--- src/rtl/conv_sched_pkg.sv ---
// Shared types and geometry helpers for the 3x3 stride-2 conv filter scheduler.
package conv_sched_pkg;

  typedef enum logic [2:0] {
    IDLE,
    LOAD_W,
    FLUSH,
    STREAM,
    DRAIN,
    NEXT
  } sched_state_e;

  localparam int KERNEL_TAPS  = 9;
  localparam int NUM_CHANNELS = 3;
  localparam int KERNEL_WORDS = KERNEL_TAPS * NUM_CHANNELS;

  function automatic int out_count(input int w, input int h);
    return ((w - 3) / 2 + 1) * ((h - 3) / 2 + 1);
  endfunction

  function automatic int npix(input int w, input int h);
    return w * h;
  endfunction

endpackage

--- src/rtl/conv_kernel_bank.sv ---
// 27-slot weight register file; slot k drives Kernel_Bus bits [32k+31:32k].
module conv_kernel_bank
  import conv_sched_pkg::*;
#(
  parameter int WORD_W = 32
) (
  input  logic                           clk,
  input  logic                           clr,
  input  logic                           we,
  input  logic [4:0]                     slot,
  input  logic [WORD_W-1:0]              wdata,
  output logic [KERNEL_WORDS*WORD_W-1:0] kernel_bus
);

  logic [KERNEL_WORDS-1:0][WORD_W-1:0] bank;

  always_ff @(posedge clk) begin
    if (clr) bank <= '0;
    else if (we && slot < 5'(KERNEL_WORDS)) bank[slot] <= wdata;
  end

  assign kernel_bus = bank;

endmodule

--- src/rtl/conv3d_filter_scheduler.sv ---
// Runs one conv engine over NUM_FILTERS filters: weight load, engine flush,
// full-frame stream, then drain until every output of the filter is written.
module conv3d_filter_scheduler
  import conv_sched_pkg::*;
#(
  parameter int IMG_WIDHT     = 299,
  parameter int IMG_HEIGHT    = 299,
  parameter int NUM_FILTERS   = 32,
  parameter int ADDR_WIDTH    = 17,
  parameter int DRAIN_TIMEOUT = 64
) (
  input  logic                           clk,
  input  logic                           rst,
  input  logic                           Start,
  output logic                           Busy,
  output logic                           Done,
  output logic                           Error,
  input  logic [31:0]                    Wgt_Data,
  input  logic                           Wgt_Valid,
  output logic                           Wgt_Ready,
  output logic [32*KERNEL_WORDS-1:0]     Kernel_Bus,
  output logic [$clog2(NUM_FILTERS)-1:0] Filter_Index,
  output logic                           Pix_Rd,
  output logic [ADDR_WIDTH-1:0]          Pix_Addr,
  output logic                           Conv_Rst,
  output logic                           Conv_Valid_In,
  input  logic                           Conv_Valid_Out,
  output logic                           Out_Wr,
  output logic [ADDR_WIDTH-1:0]          Out_Addr
);

  localparam int OUT_COUNT = out_count(IMG_WIDHT, IMG_HEIGHT);
  localparam int NPIX      = npix(IMG_WIDHT, IMG_HEIGHT);
  localparam int FI_W      = $clog2(NUM_FILTERS);
  localparam int OC_W      = $clog2(OUT_COUNT + 1);
  localparam int TO_W      = $clog2(DRAIN_TIMEOUT + 1);

  sched_state_e          state;
  logic [4:0]            slot;
  logic [ADDR_WIDTH-1:0] pix_cnt;
  logic [OC_W-1:0]       out_cnt;
  logic [TO_W-1:0]       to_cnt;
  logic                  counting;
  logic                  wgt_accept;

  assign Busy       = (state != IDLE);
  assign Wgt_Ready  = (state == LOAD_W);
  assign Conv_Rst   = (state == FLUSH);
  assign Pix_Rd     = (state == STREAM);
  assign Pix_Addr   = pix_cnt;
  assign counting   = (state == STREAM) || (state == DRAIN);
  assign wgt_accept = Wgt_Ready && Wgt_Valid;

  // Writes are combinational on the engine strobe; surplus strobes only flag Error.
  assign Out_Wr   = counting && Conv_Valid_Out && (out_cnt != OC_W'(OUT_COUNT));
  assign Out_Addr = Out_Wr ? ADDR_WIDTH'(out_cnt) : '0;

  conv_kernel_bank u_bank (
    .clk        (clk),
    .clr        (rst),
    .we         (wgt_accept),
    .slot       (slot),
    .wdata      (Wgt_Data),
    .kernel_bus (Kernel_Bus)
  );

  always_ff @(posedge clk) begin
    if (rst) begin
      state         <= IDLE;
      slot          <= '0;
      pix_cnt       <= '0;
      out_cnt       <= '0;
      to_cnt        <= '0;
      Filter_Index  <= '0;
      Done          <= 1'b0;
      Error         <= 1'b0;
      Conv_Valid_In <= 1'b0;
    end else begin
      Done          <= 1'b0;
      Conv_Valid_In <= Pix_Rd;
      if (counting && Conv_Valid_Out) begin
        if (Out_Wr) out_cnt <= out_cnt + 1'b1;
        else        Error   <= 1'b1;
      end
      unique case (state)
        IDLE: if (Start) begin
          state        <= LOAD_W;
          Filter_Index <= '0;
          slot         <= '0;
          Error        <= 1'b0;
        end
        LOAD_W: if (wgt_accept) begin
          if (slot == 5'(KERNEL_WORDS - 1)) begin
            slot  <= '0;
            state <= FLUSH;
          end else begin
            slot <= slot + 1'b1;
          end
        end
        FLUSH: begin
          out_cnt <= '0;
          to_cnt  <= '0;
          pix_cnt <= '0;
          state   <= STREAM;
        end
        STREAM: begin
          if (pix_cnt == ADDR_WIDTH'(NPIX - 1)) begin
            pix_cnt <= '0;
            state   <= DRAIN;
          end else begin
            pix_cnt <= pix_cnt + 1'b1;
          end
        end
        DRAIN: begin
          // A full output count wins over a timeout landing on the same cycle.
          if (out_cnt == OC_W'(OUT_COUNT)) begin
            state <= NEXT;
          end else if (to_cnt == TO_W'(DRAIN_TIMEOUT - 1)) begin
            Error <= 1'b1;
            state <= NEXT;
          end else begin
            to_cnt <= to_cnt + 1'b1;
          end
        end
        NEXT: begin
          if (Filter_Index == FI_W'(NUM_FILTERS - 1)) begin
            Done  <= 1'b1;
            state <= IDLE;
          end else begin
            Filter_Index <= Filter_Index + 1'b1;
            slot         <= '0;
            state        <= LOAD_W;
          end
        end
        default: state <= IDLE;
      endcase
    end
  end

endmodule

--- config.mk ---
export PLATFORM = sky130hd
export DESIGN_NAME = conv3d_filter_scheduler
export DESIGN_NICKNAME = d
export VERILOG_FILES = /design/src/rtl/conv_sched_pkg.sv /design/src/rtl/conv_kernel_bank.sv /design/src/rtl/conv3d_filter_scheduler.sv
export SDC_FILE = /design/constraint.sdc
export NUM_CORES = 2
export LEC_CHECK = 0
export ABC_AREA = 1
export CAP_MARGIN = 15
export CELL_PAD_IN_SITES_DETAIL_PLACEMENT = 1
export CELL_PAD_IN_SITES_GLOBAL_PLACEMENT = 1
export CORE_AREA = 2 2 370 372
export CTS_CLUSTER_SIZE = 14
export DETAILED_ROUTE_END_ITERATION = 6
export DIE_AREA = 0 0 372 374
export GPL_TIMING_DRIVEN = 0
export PLACE_DENSITY_LB_ADDON = 0.12
export SYNTH_ARGS = -nofsm -noshare
export SYNTH_HDL_FRONTEND = slang
export SYNTH_HIERARCHICAL = 1
export SYNTH_SLANG_ARGS = --single-unit
--- constraint.sdc ---
create_clock -name clk -period 2 [get_ports clk]
set_clock_uncertainty 0.1 [all_clocks]
set_input_delay 0.3 -clock clk [delete_from_list [all_inputs] [get_ports clk]]
set_output_delay 0.3 -clock clk [all_outputs]
set_load 0.05 [all_outputs]
Fig. 1: clock network drawn from the DEF
Scale: 1 px per um.
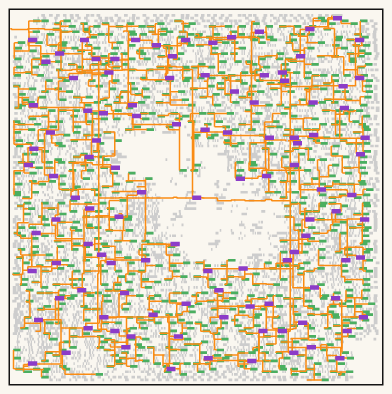
[purple] clock-net drivers | count: 111
[orange] clock wires | length: 14500 um
[green] flip-flops | count: 919
routed clock nets	112
flops lie	widely spread
clock latency at the later pin of the worst-skew pair: 0.74 ns
clock network fraction of total power: 0.407
power consumed by the clock network: 22.1 mW

==> run summary <==
Physical implementation.

- The first global-routing pass estimated between 200 and 300 mm of wire.
- Across all hold checks on the routed design, the worst slack comes to 0.2671 ns.
- The critical path maximum fanout is 6.
- The share of synthesized area spent on multiplexers is 0.
- After clock tree synthesis, the flow added hold-fix buffers numbering 0.
- The cell count along the critical path is 9.
- The via count of the first global-routing pass came to between 40000 and 50000.
- The worst setup path is launched from a flop.
- Looking at the area split, the leading class of cells is registers.
- According to the timing report, the arrival time at the worst endpoint equals 2.10 ns.
- In the global route stage, overall resource usage came out at 0.2965.
- The multi-input combinational gate total is 3912.
- In the synthesized netlist, the dominant kind of combinational cell is simple AND/OR/NAND/NOR gates.
- Endpoints failing hold in the final report were tallied at 0.
- In the setup report, the worst path falls into the class reg2out.
- Per the cell usage report, the commonest logic cell in the layout is sky130_fd_sc_hd__nor2_1.
- The accumulated negative setup slack is -528.87 ns.
- According to the finish report, the design has a final net count of between 6000 and 7000.
- The global route total overflow is 0.
- Signal routing reaches up to met5.
- The met3 track utilization from global routing is 0.08541.
- Yosys reported that registers with async set or reset make up 0.
- By area the synthesized netlist is led by sky130_fd_sc_hd__dfxtp_1 (50%), sky130_fd_sc_hd__nor2_1 (19%), sky130_fd_sc_hd__nand3_1 (12%), sky130_fd_sc_hd__nand2_1 (10%), sky130_fd_sc_hd__buf_2 (2.9%).
- The synthesized area is 37020 um^2.
- The number of flip-flops in the largest register is around 860.
- By instance count, the leading cell after synthesis is sky130_fd_sc_hd__nor2_1.
- The largest delay contributor family on the critical path is simple AND/OR/NAND/NOR gates.
- After floorplanning, the core was divided into 135 placement rows.
- After layout, the worst setup slack is -0.5036 ns.
- The synthesized design contains 0 enable-type register cells.
- Counting the buffers created by CTS gives 111.
- Synthesis instantiated 35 different standard cells from the library.
- The synthesis area per yosys is approximately 37000 um^2.
- The fraction of area in multi-input gates is 0.2959.
- After synthesis, the most frequently instantiated cells are sky130_fd_sc_hd__nor2_1 (1851), sky130_fd_sc_hd__nand2_1 (1009), sky130_fd_sc_hd__dfxtp_1 (919), sky130_fd_sc_hd__nand3_1 (904), sky130_fd_sc_hd__buf_2 (214).
- Sequential cells consume a total of 19.0 mW.
- The mean instance size in the synthesized netlist is 6.872 um^2.
- The slowest cell on the critical path is sky130_fd_sc_hd__dfxtp_2.
- Per the placement log, port buffering inserted 945 buffers.
- The tree is rooted in a sky130_fd_sc_hd__clkbuf_16.
- The final weighted congestion recorded by global placement is 0.8514.
- The total area of sequential cells is roughly 18000 um^2.
- The cell-mix breakdown from Yosys lists the compound-gate area share as 0.009802.
- In this run the critical register-to-register path is captured at u_bank/kernel_bus[795]$_SDFFE_PP0P_.
- The switching part of the total is 0.3106.
- The worst-case setup slack after placement is -1.081 ns.
- The horizontal extent of the die is 372 um.
- In the layout the commonest cells are sky130_fd_sc_hd__nor2_1 (1795), sky130_fd_sc_hd__nand2_1 (990), sky130_fd_sc_hd__dfxtp_1 (904), sky130_fd_sc_hd__nand3_1 (867), sky130_fd_sc_hd__clkdlybuf4s50_1 (836).
- The final timing summary puts the cycle share of the worst path at 1.252.
- Counting I/O delays and the setup requirement, the final critical path takes 2.504 ns.
- Detailed routing inserted a total of just over 40000 vias.
- The final sequential cell count is 919.
- In the power breakdown, the biggest contributor is the clock network.
- TritonRoute reported its final design rule violation total as 0.
- The finished layout holds 8496 standard cells, fillers aside.
- For this floorplan the total number of well-tap instances is 1781.
- The relative slew slack is 0.1398.
- The layout report lists the clock-cell share of area as 0.06961.
- For reference, the critical path is launched at out_cnt[1]$_SDFFE_PP0P_.
- The post-synthesis instance total is 5387.
- The synthesized design contains 919 register bits.
- The signed area change from the synthesized netlist to the final layout is 54.90%.
- Per the CTS log, the buffer count on the longest clock path is 3.
- The share of synthesized area in the top cell type comes to 0.4970.
- Per the final report, the share of cell area in non-clock buffers is 0.2655.
- The cell count in the Yosys report is 5387.
- TritonCTS built the clock tree.
- The antenna diode count is 0.
- The beginning of the worst register-to-register path is state[1]$_SDFFE_PP0P_.
- The worst register-to-register path has a setup slack of -0.45 ns.
- The global routing's busiest layer is met2.
- In this run, placement finished with an instance count of a little over 8000.
- The checks that failed: setup timing.
- The capturing element type of the critical path is an output pin.
- The adder-cell share of the synthesized area is 0.003042.
- The post-layout total power is 54.36 mW.
- After layout, the buffer instance count without clock buffers stands at 1554.
- The setup-violating endpoint count in the final report is between 1500 and 2000.
- The count of clock tree sinks is just over 900.
- The clock transition at the register clock pins on the worst setup and hold paths after CTS is 0.06 ns.
- The number of DRC markers in iteration 0 is 2313.
- Once detail routing completed, the nets flagged for antenna violations numbered 0.
- The met2 layer usage reported by global route is 0.5093.
- At the worst endpoint, the required time is 1.60 ns.
- The number of H-tree levels is 3.
- Among all flip-flop cells after synthesis, the most frequent one is sky130_fd_sc_hd__dfxtp_1.
- The met1 track demand over resource in global routing is 0.3387.
- The flow ran to the end, but the final reports show violations.
- The wire length the detailed router placed on met1 is roughly 85 mm.
- The switching component of the power is 16.89 mW.
- Summed over all instances, the cell type with the most area after synthesis is sky130_fd_sc_hd__dfxtp_1.
- The synthesis log from Yosys contains 6 warnings.
- The simple logic cell fraction of the synthesized area is 0.4211.
- The share of power burned in registers is 0.350.
- The routed design uses 16.30 mm of met3 wire.
- The termination of the worst setup path is Out_Addr[13].
Fig. 2: placed cells, one colour a class
Scale: 1 px per um. Fill, decap, tap and diode cells in grey.
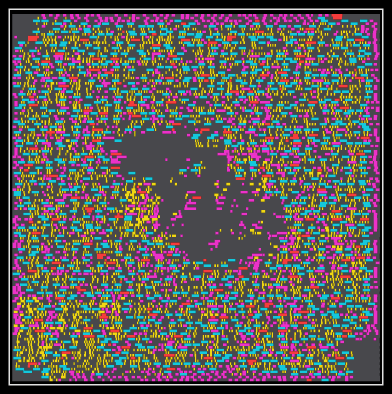
colour	class	cells	share of their area
red	clock drivers and dummy loads	204	7.2%
cyan	registers	919	33%
yellow	remaining logic cells	4038	32%
magenta	remaining buffers and delay cells	1554	28%
final design area excluding fillers: 57340 um^2
core region area: 135000 um^2
final design utilization: 0.4249
register share of the cell area: 0.3215

-- how the worst min path moves through the flow --
stage                                        start                  endpoint  cells past startpoint
after global routing                           rst   out_cnt[6]$_SDFFE_PP0P_                      4
after global placement      to_cnt[2]$_SDFFE_PP0P_    to_cnt[2]$_SDFFE_PP0P_                      2
after detailed placement  out_cnt[13]$_SDFFE_PP0P_  out_cnt[13]$_SDFFE_PP0P_                      2
after floorplan             to_cnt[2]$_SDFFE_PP0P_    to_cnt[2]$_SDFFE_PP0P_                      2
after CTS                                      rst   out_cnt[1]$_SDFFE_PP0P_                      4
final                                          rst   out_cnt[1]$_SDFFE_PP0P_                      4
No activity file was given, so power comes from the tool's default toggle rates.
